## config.mk

```make
export PLATFORM = sky130hd
export DESIGN_NAME = lz_normalise_ctrl
export DESIGN_NICKNAME = d
export VERILOG_FILES = /design/src/rtl/lz_normalise_ctrl.sv
export SDC_FILE = /design/constraint.sdc
export NUM_CORES = 1
export LEC_CHECK = 0
export CORE_ASPECT_RATIO = 1.2
export CORE_MARGIN = 2
export CORE_UTILIZATION = 50
export DETAILED_ROUTE_END_ITERATION = 6
export PLACE_DENSITY = 0.81
export SETUP_SLACK_MARGIN = 0.1
export SYNTH_ARGS = -nofsm -noshare
export SYNTH_HDL_FRONTEND = slang
export SYNTH_SLANG_ARGS = --single-unit
```

## constraint.sdc

```tcl
create_clock -name clk -period 2.9 [get_ports clk]
set_input_delay 0.435 -clock clk [delete_from_list [all_inputs] [get_ports clk]]
set_output_delay 0.435 -clock clk [all_outputs]
set_load 0.05 [all_outputs]
```

## src/rtl/lz_normalise_ctrl.sv

```systemverilog
// Multi-cycle mantissa normaliser: scans CHUNK bits per cycle with a narrow
// leading-zero detector, then reports the normalised operand and shift count.
module lz_normalise_ctrl #(
   parameter int unsigned WIDTH       = 24,
   parameter int unsigned CHUNK       = 4,
   parameter int unsigned COUNT_WIDTH = 5
) (
   input  logic                   clk,
   input  logic                   rst,
   input  logic [WIDTH-1:0]       in_data,
   input  logic                   in_stb,
   output logic                   in_ack,
   output logic [WIDTH-1:0]       out_data,
   output logic [COUNT_WIDTH-1:0] out_count,
   output logic                   out_zero,
   output logic                   out_stb,
   input  logic                   out_ack
);

   typedef enum logic [1:0] {IDLE, SCAN, DONE} state_t;

   state_t                 state, state_n;
   logic [WIDTH-1:0]       sreg, sreg_n;
   logic [COUNT_WIDTH-1:0] count, count_n;
   logic [WIDTH-1:0]       out_data_n;
   logic [COUNT_WIDTH-1:0] out_count_n;
   logic                   out_zero_n;
   logic                   out_stb_n;
   logic                   in_ack_n;

   logic [CHUNK-1:0]       top;
   logic [COUNT_WIDTH-1:0] lz_k;
   logic                   lz_found;
   logic                   top_zero;
   logic                   last_chunk;
   logic                   accept;

   assign top        = sreg[WIDTH-1 -: CHUNK];
   assign top_zero   = (top == '0);
   assign last_chunk = (count == COUNT_WIDTH'(WIDTH - CHUNK));
   assign accept     = in_ack && in_stb;

   // Leading zeros within the top chunk (only meaningful when it is non-zero)
   always_comb begin
      lz_k     = '0;
      lz_found = 1'b0;
      for (int i = 0; i < int'(CHUNK); i++) begin
         if (!lz_found && top[CHUNK-1-i]) begin
            lz_k     = COUNT_WIDTH'(i);
            lz_found = 1'b1;
         end
      end
   end

   always_ff @(posedge clk or posedge rst) begin
      if (rst) state <= IDLE;
      else     state <= state_n;
   end

   always_comb begin
      state_n = state;
      case (state)
         IDLE:    if (accept) state_n = SCAN;
         SCAN:    if (!top_zero || last_chunk) state_n = DONE;
         DONE:    if (out_ack) state_n = IDLE;
         default: state_n = IDLE;
      endcase
   end

   // Next values for the datapath and registered outputs
   always_comb begin
      sreg_n      = sreg;
      count_n     = count;
      out_data_n  = out_data;
      out_count_n = out_count;
      out_zero_n  = out_zero;
      out_stb_n   = out_stb;
      in_ack_n    = in_ack;
      case (state)
         IDLE: begin
            in_ack_n = 1'b1;
            if (accept) begin
               sreg_n   = in_data;
               count_n  = '0;
               in_ack_n = 1'b0;
            end
         end
         SCAN: begin
            if (top_zero && !last_chunk) begin
               sreg_n  = sreg << CHUNK;
               count_n = count + COUNT_WIDTH'(CHUNK);
            end else if (top_zero) begin
               out_data_n  = '0;
               out_count_n = COUNT_WIDTH'(WIDTH);
               out_zero_n  = 1'b1;
               out_stb_n   = 1'b1;
            end else begin
               out_data_n  = sreg << lz_k;
               out_count_n = count + lz_k;
               out_zero_n  = 1'b0;
               out_stb_n   = 1'b1;
            end
         end
         DONE: begin
            if (out_ack) begin
               out_stb_n = 1'b0;
               in_ack_n  = 1'b1;
            end
         end
         default: ;
      endcase
   end

   always_ff @(posedge clk or posedge rst) begin
      if (rst) begin
         sreg      <= '0;
         count     <= '0;
         out_data  <= '0;
         out_count <= '0;
         out_zero  <= 1'b0;
         out_stb   <= 1'b0;
         in_ack    <= 1'b0;
      end else begin
         sreg      <= sreg_n;
         count     <= count_n;
         out_data  <= out_data_n;
         out_count <= out_count_n;
         out_zero  <= out_zero_n;
         out_stb   <= out_stb_n;
         in_ack    <= in_ack_n;
      end
   end

endmodule

```

==> results.py <==
# Physical implementation metrics
metrics = {
    "routing": {
        "ant_nets": 0,
        "detail_route.iter0.violations": 348,
        "firstDrtPassIters": 5,
        "drt-vias-per-instance": 6.14,
        "drt-wirelength-per-cell_um": 17.5,
        "drt_drc_violations_left": 0,
    },
    "sta": {
        "finalHoldViolations": 0,
        "rsz_0062_raised_after_global_routing": "no",
        "fin_crit_ns": 2.45,
        "post-route-period-util_pct": 84.6,
        "slew-limit-headroom_pct": 27.1,
        "totalNegativeSetupSlack_ns": 0,
        "setup-violations-final": 0,
        "maxClockFrequency_mhz": 407,
        "holdWs_ns": 0.488,
        "drv_slew": 0,
        "timing_worst_slew_pin_value_ns": 1.09,
    },
    "clocking": {
        "tritoncts_num_sinks": 61,
        "post_cts.repair.setup_buffers": 0,
        "cts.path.max_buffers": 2,
        "ctsResizeCount": 0,
        "clock_tree.root_cell": "clkbuf_8",
        "cts.clk_slew.worst_paths_ns": 0.06,
        "numCtsBuffers": 9,
        "cts_hold_repair.buffers": 0,
        "tritoncts": "yes",
        "cts-htree-levels": 3,
    },
    "worst_setup_path": {
        "worst_r2r_startpoint": "sreg[20]",
        "worst_setup_path_startpoint": "sreg[20]",
        "end_kind": "flop",
        "crit_path_start_kind": "flop",
        "critical_path_peak_fanout": 25,
        "worst-setup-path-type": "flop to flop",
        "worst-endpoint-required_ns": 3.09,
        "worst_ep_arrival_time_ns": 2.65,
    },
    "yosys": {
        "synth_seq_share_pct": 49.1,
        "synth_cell_type_count": 46,
        "ys_async_sr_fraction_pct": 100,
        "synthDominantCellAreaShare_pct": 49.1,
        "synth_chip_area_sq_mm": 0.00311,
        "post_synth_inst_count": 319,
        "synth-edff-count": 0,
        "synth_stat.cells": 319,
        "synthesized_area_sq_mm": 0.00311,
        "syn-num-nets": 350,
        "synth.cells.most_frequent": "dfrtp_1, nor2_1, o21ai_0",
        "area_leaders": "dfrtp_1, nor2_1, o21ai_0",
        "post_synth.cell_area_avg_sq_um": 9.74,
        "ys_dominant_reg_cell": "dfrtp_1",
        "synth.most_common_cell": "dfrtp_1",
        "number_of_warnings_printed_during_yosys_synthesis": 0,
        "synth.ff_latch_count": 61,
        "synthDominantAreaCellType": "dfrtp_1",
    },
    "pwr": {
        "leak_pwr_nw": 1.61,
        "max-vdd-ir-drop_mv": 0.705,
        "power-per-cell-area_mw_per_mm2": 1250,
    },
    "worst_hold_path": {
        "worst_hold_startpoint": "out_data[1]",
        "worst_hold_path_type": "flop to flop",
    },
    "global_route": {
        "grt_use_total_pct": 24.5,
        "globalRoute.totalOverflow": 0,
        "maximum_number_of_pins_on_one_net_before_global_route_repair": 38,
        "grt_pass1_wl_um": 13300,
        "first_global_vias": 2654,
        "initial_antenna_violation_count": 0,
    },
    "final_layout": {
        "fin_nets": 404,
        "finalInstanceArea_sq_mm": 0.00393,
        "final_layout_size_suffix_gt1_share_pct": 11.1,
        "layout-area-overhead-vs-synth_pct": 26.4,
        "diodes": 0,
    },
    "flow_run": {
        "cap_violations": 0,
        "log.warning_count": 27,
    },
    "placed_design": {
        "gp_congestion": 0.865,
        "place.port_buffers": 59,
        "dpl-instance-area_sq_mm": 0.00373,
        "hpwlAfterDp_um": 5390,
    },
    "floorplan": {
        "placement_rows": 31,
        "i_o_pin_count": 60,
        "die_width_um": 76.0,
        "die_height_um": 90.4,
        "fp.dieArea_sq_mm": 0.00687,
    },
    "run_status": {
        "outcome": "completed",
    },
}
final timing paths:
path,end,slack (ns),cells past startpoint
max,count[3],0.45,4
min,out_data[1],0.49,2
max reg2reg,count[3],0.45,4
min reg2reg,out_data[1],0.49,2
max in group asynchronous,state[0],1.68,3
min in group asynchronous,out_data[9],0.53,2
critical path, cell delays in order, from the launching register on:
cell and delay, ns:
dfrtp_1 0.46, or4_4 0.64, or3_1 0.85, nand3_1 0.26, o21ai_1 0.08
kinds of logic (layout without fill, tap and decap cells):
kind of cell	Yosys count	count (layout)	synth area share [%]
multiplexers	2	2	0.684
adder cells (fa/ha/maj)	3	3	1.21
flip-flops	61	61	49.1
AND/OR/NAND/NOR	107	107	15.3
XOR/XNOR	1	1	0.282
AND-OR/OR-AND	112	112	28.0
other	1	1	0.121
buffers and inverters	32	90	5.27
stage by stage:
stage	setup WS [ns]	total power [mW]	util (%)	std cells
final	0.446	4.93	65.3	459
after CTS	0.471	4.92	65.3	459
after detailed placement	0.491	4.15	62.1	444
after global placement	0.553	4.10	62.1	444
after floorplan	0.831	3.35	-	319
after global routing	0.351	5.18	65.3	459
power by group:
group / switching, mW / internal, mW
clock: 0.322 / 0.440
sequential: 0.448 / 1.23
combinational: 1.57 / 0.920
total: 2.34 / 2.59
cells in the final DEF, fill, tap and decap left out, types with 2 or more instances in the layout:
cell type,netlist,routed
ha_1,3,3
dfrtp_1,61,61
clkbuf_8,0,11
o22ai_2,14,14
clkdlybuf4s50_1,0,59
nor3b_1,2,2
nor2_1,53,53
inv_1,6,5
a221oi_1,15,15
a31oi_1,2,2
nand3_1,3,3
nor3_1,3,3
nand2_1,28,28
o22ai_1,5,5
o221ai_1,3,3
nor2b_1,7,7
a32o_1,5,5
o21ai_1,2,2
clkbuf_1,15,3
a22o_1,3,3
a21oi_1,8,8
nand2b_1,3,3
o21ai_0,36,36
buf_4,1,10
a221o_1,11,11
state kept, by name (all words and copies together), names as in the netlist:
name / count
in_ack: 1
out_count: 5
sreg: 24
count: 3
out_stb: 1
out_zero: 1
state: 2
out_data: 24
cell type report:
cell class | instances | area, sq um
Fill cell | 478 | 2080
Sequential cell | 61 | 1530
Multi-Input combinational cell | 226 | 1420
Timing Repair Buffer | 69 | 666
Clock buffer | 14 | 163
Tap cell | 82 | 103
Clock inverter | 1 | 30.0
Inverter | 6 | 22.5
metal layers:
layer,GRT usage (%),vias up,routed length [um]
li1,-,1288,-
met1,33.0,1393,3410
met2,38.3,117,3900
met3,4.90,20,521
met4,11.5,0,218
met5,0,-,0
Selected gate families:
Bar = 20 um.
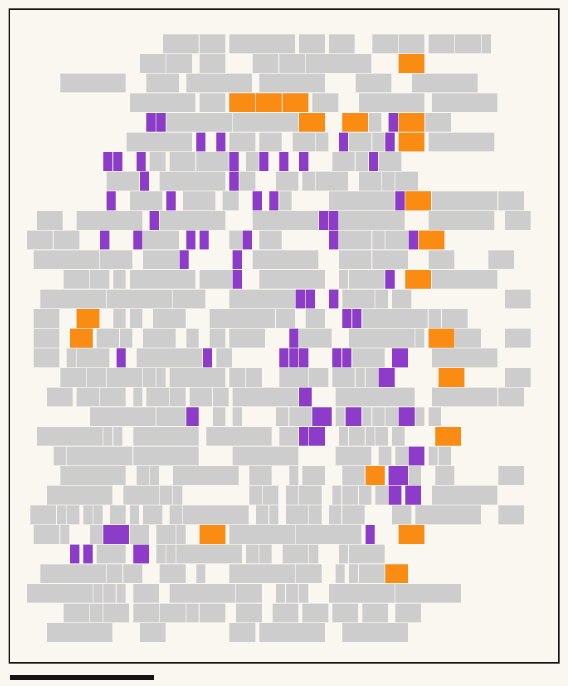
Key: orange = non-inverting ao/oa cells [cells 20]; purple = nor cells [cells 67]
share of the final layout cell area in multi-input gates: 36.1%
Final Instance Count excl. Fillers: 459
most frequent logic cell in the layout: dfrtp_1

Clock network drawn from the DEF:
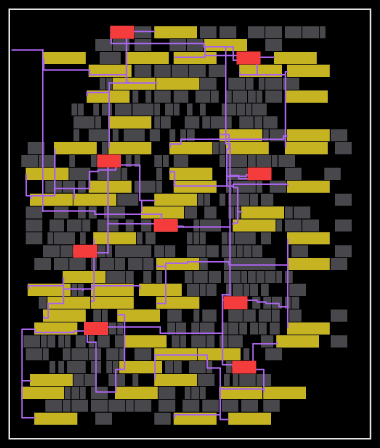
Key: red = clock drivers [count 9]; purple = clock wires [length 817 um]; yellow = flip-flops [count 61]
There are 10 routed clock nets. Position of the flops: spread over the die.
clock distribution power: 0.762 mW
Worst Clk Skew: 0.00777 ns
Clk network pwr share: 15.5%
worst skew pair latency: 0.35 ns

Placement density heat map:
The die is cut into 8 by 9 equal tiles; dark blue is low, red is high, 0 to 100% covered.
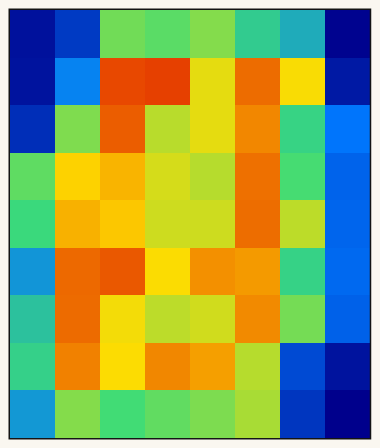
The fullest tile reaches 93%. The mean over all tiles is 56%. 28% of the tiles are over 75% full. 2.8% of the tiles are nearly empty.
share of the core filled by cells before placement: 51.7%
final core area utilization: 65.3%
Core Region: 0.00601 sq mm

Metal layers overlaid:
Bar = 20 um.
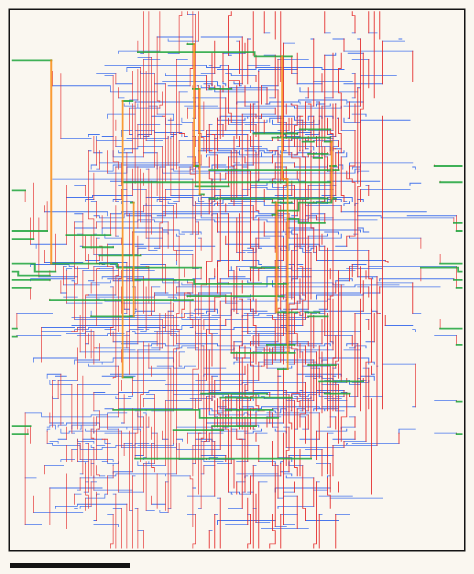
Key: red = metal 2 [wire length 3900 um]; green = metal 3 [wire length 522 um]; blue = metal 1 [wire length 3410 um]; orange = metal 4 [wire length 219 um]
count of vias placed by the detailed router: 2818
Detailed Route WL: 8050 um

Power and IR drop assume default switching activity.
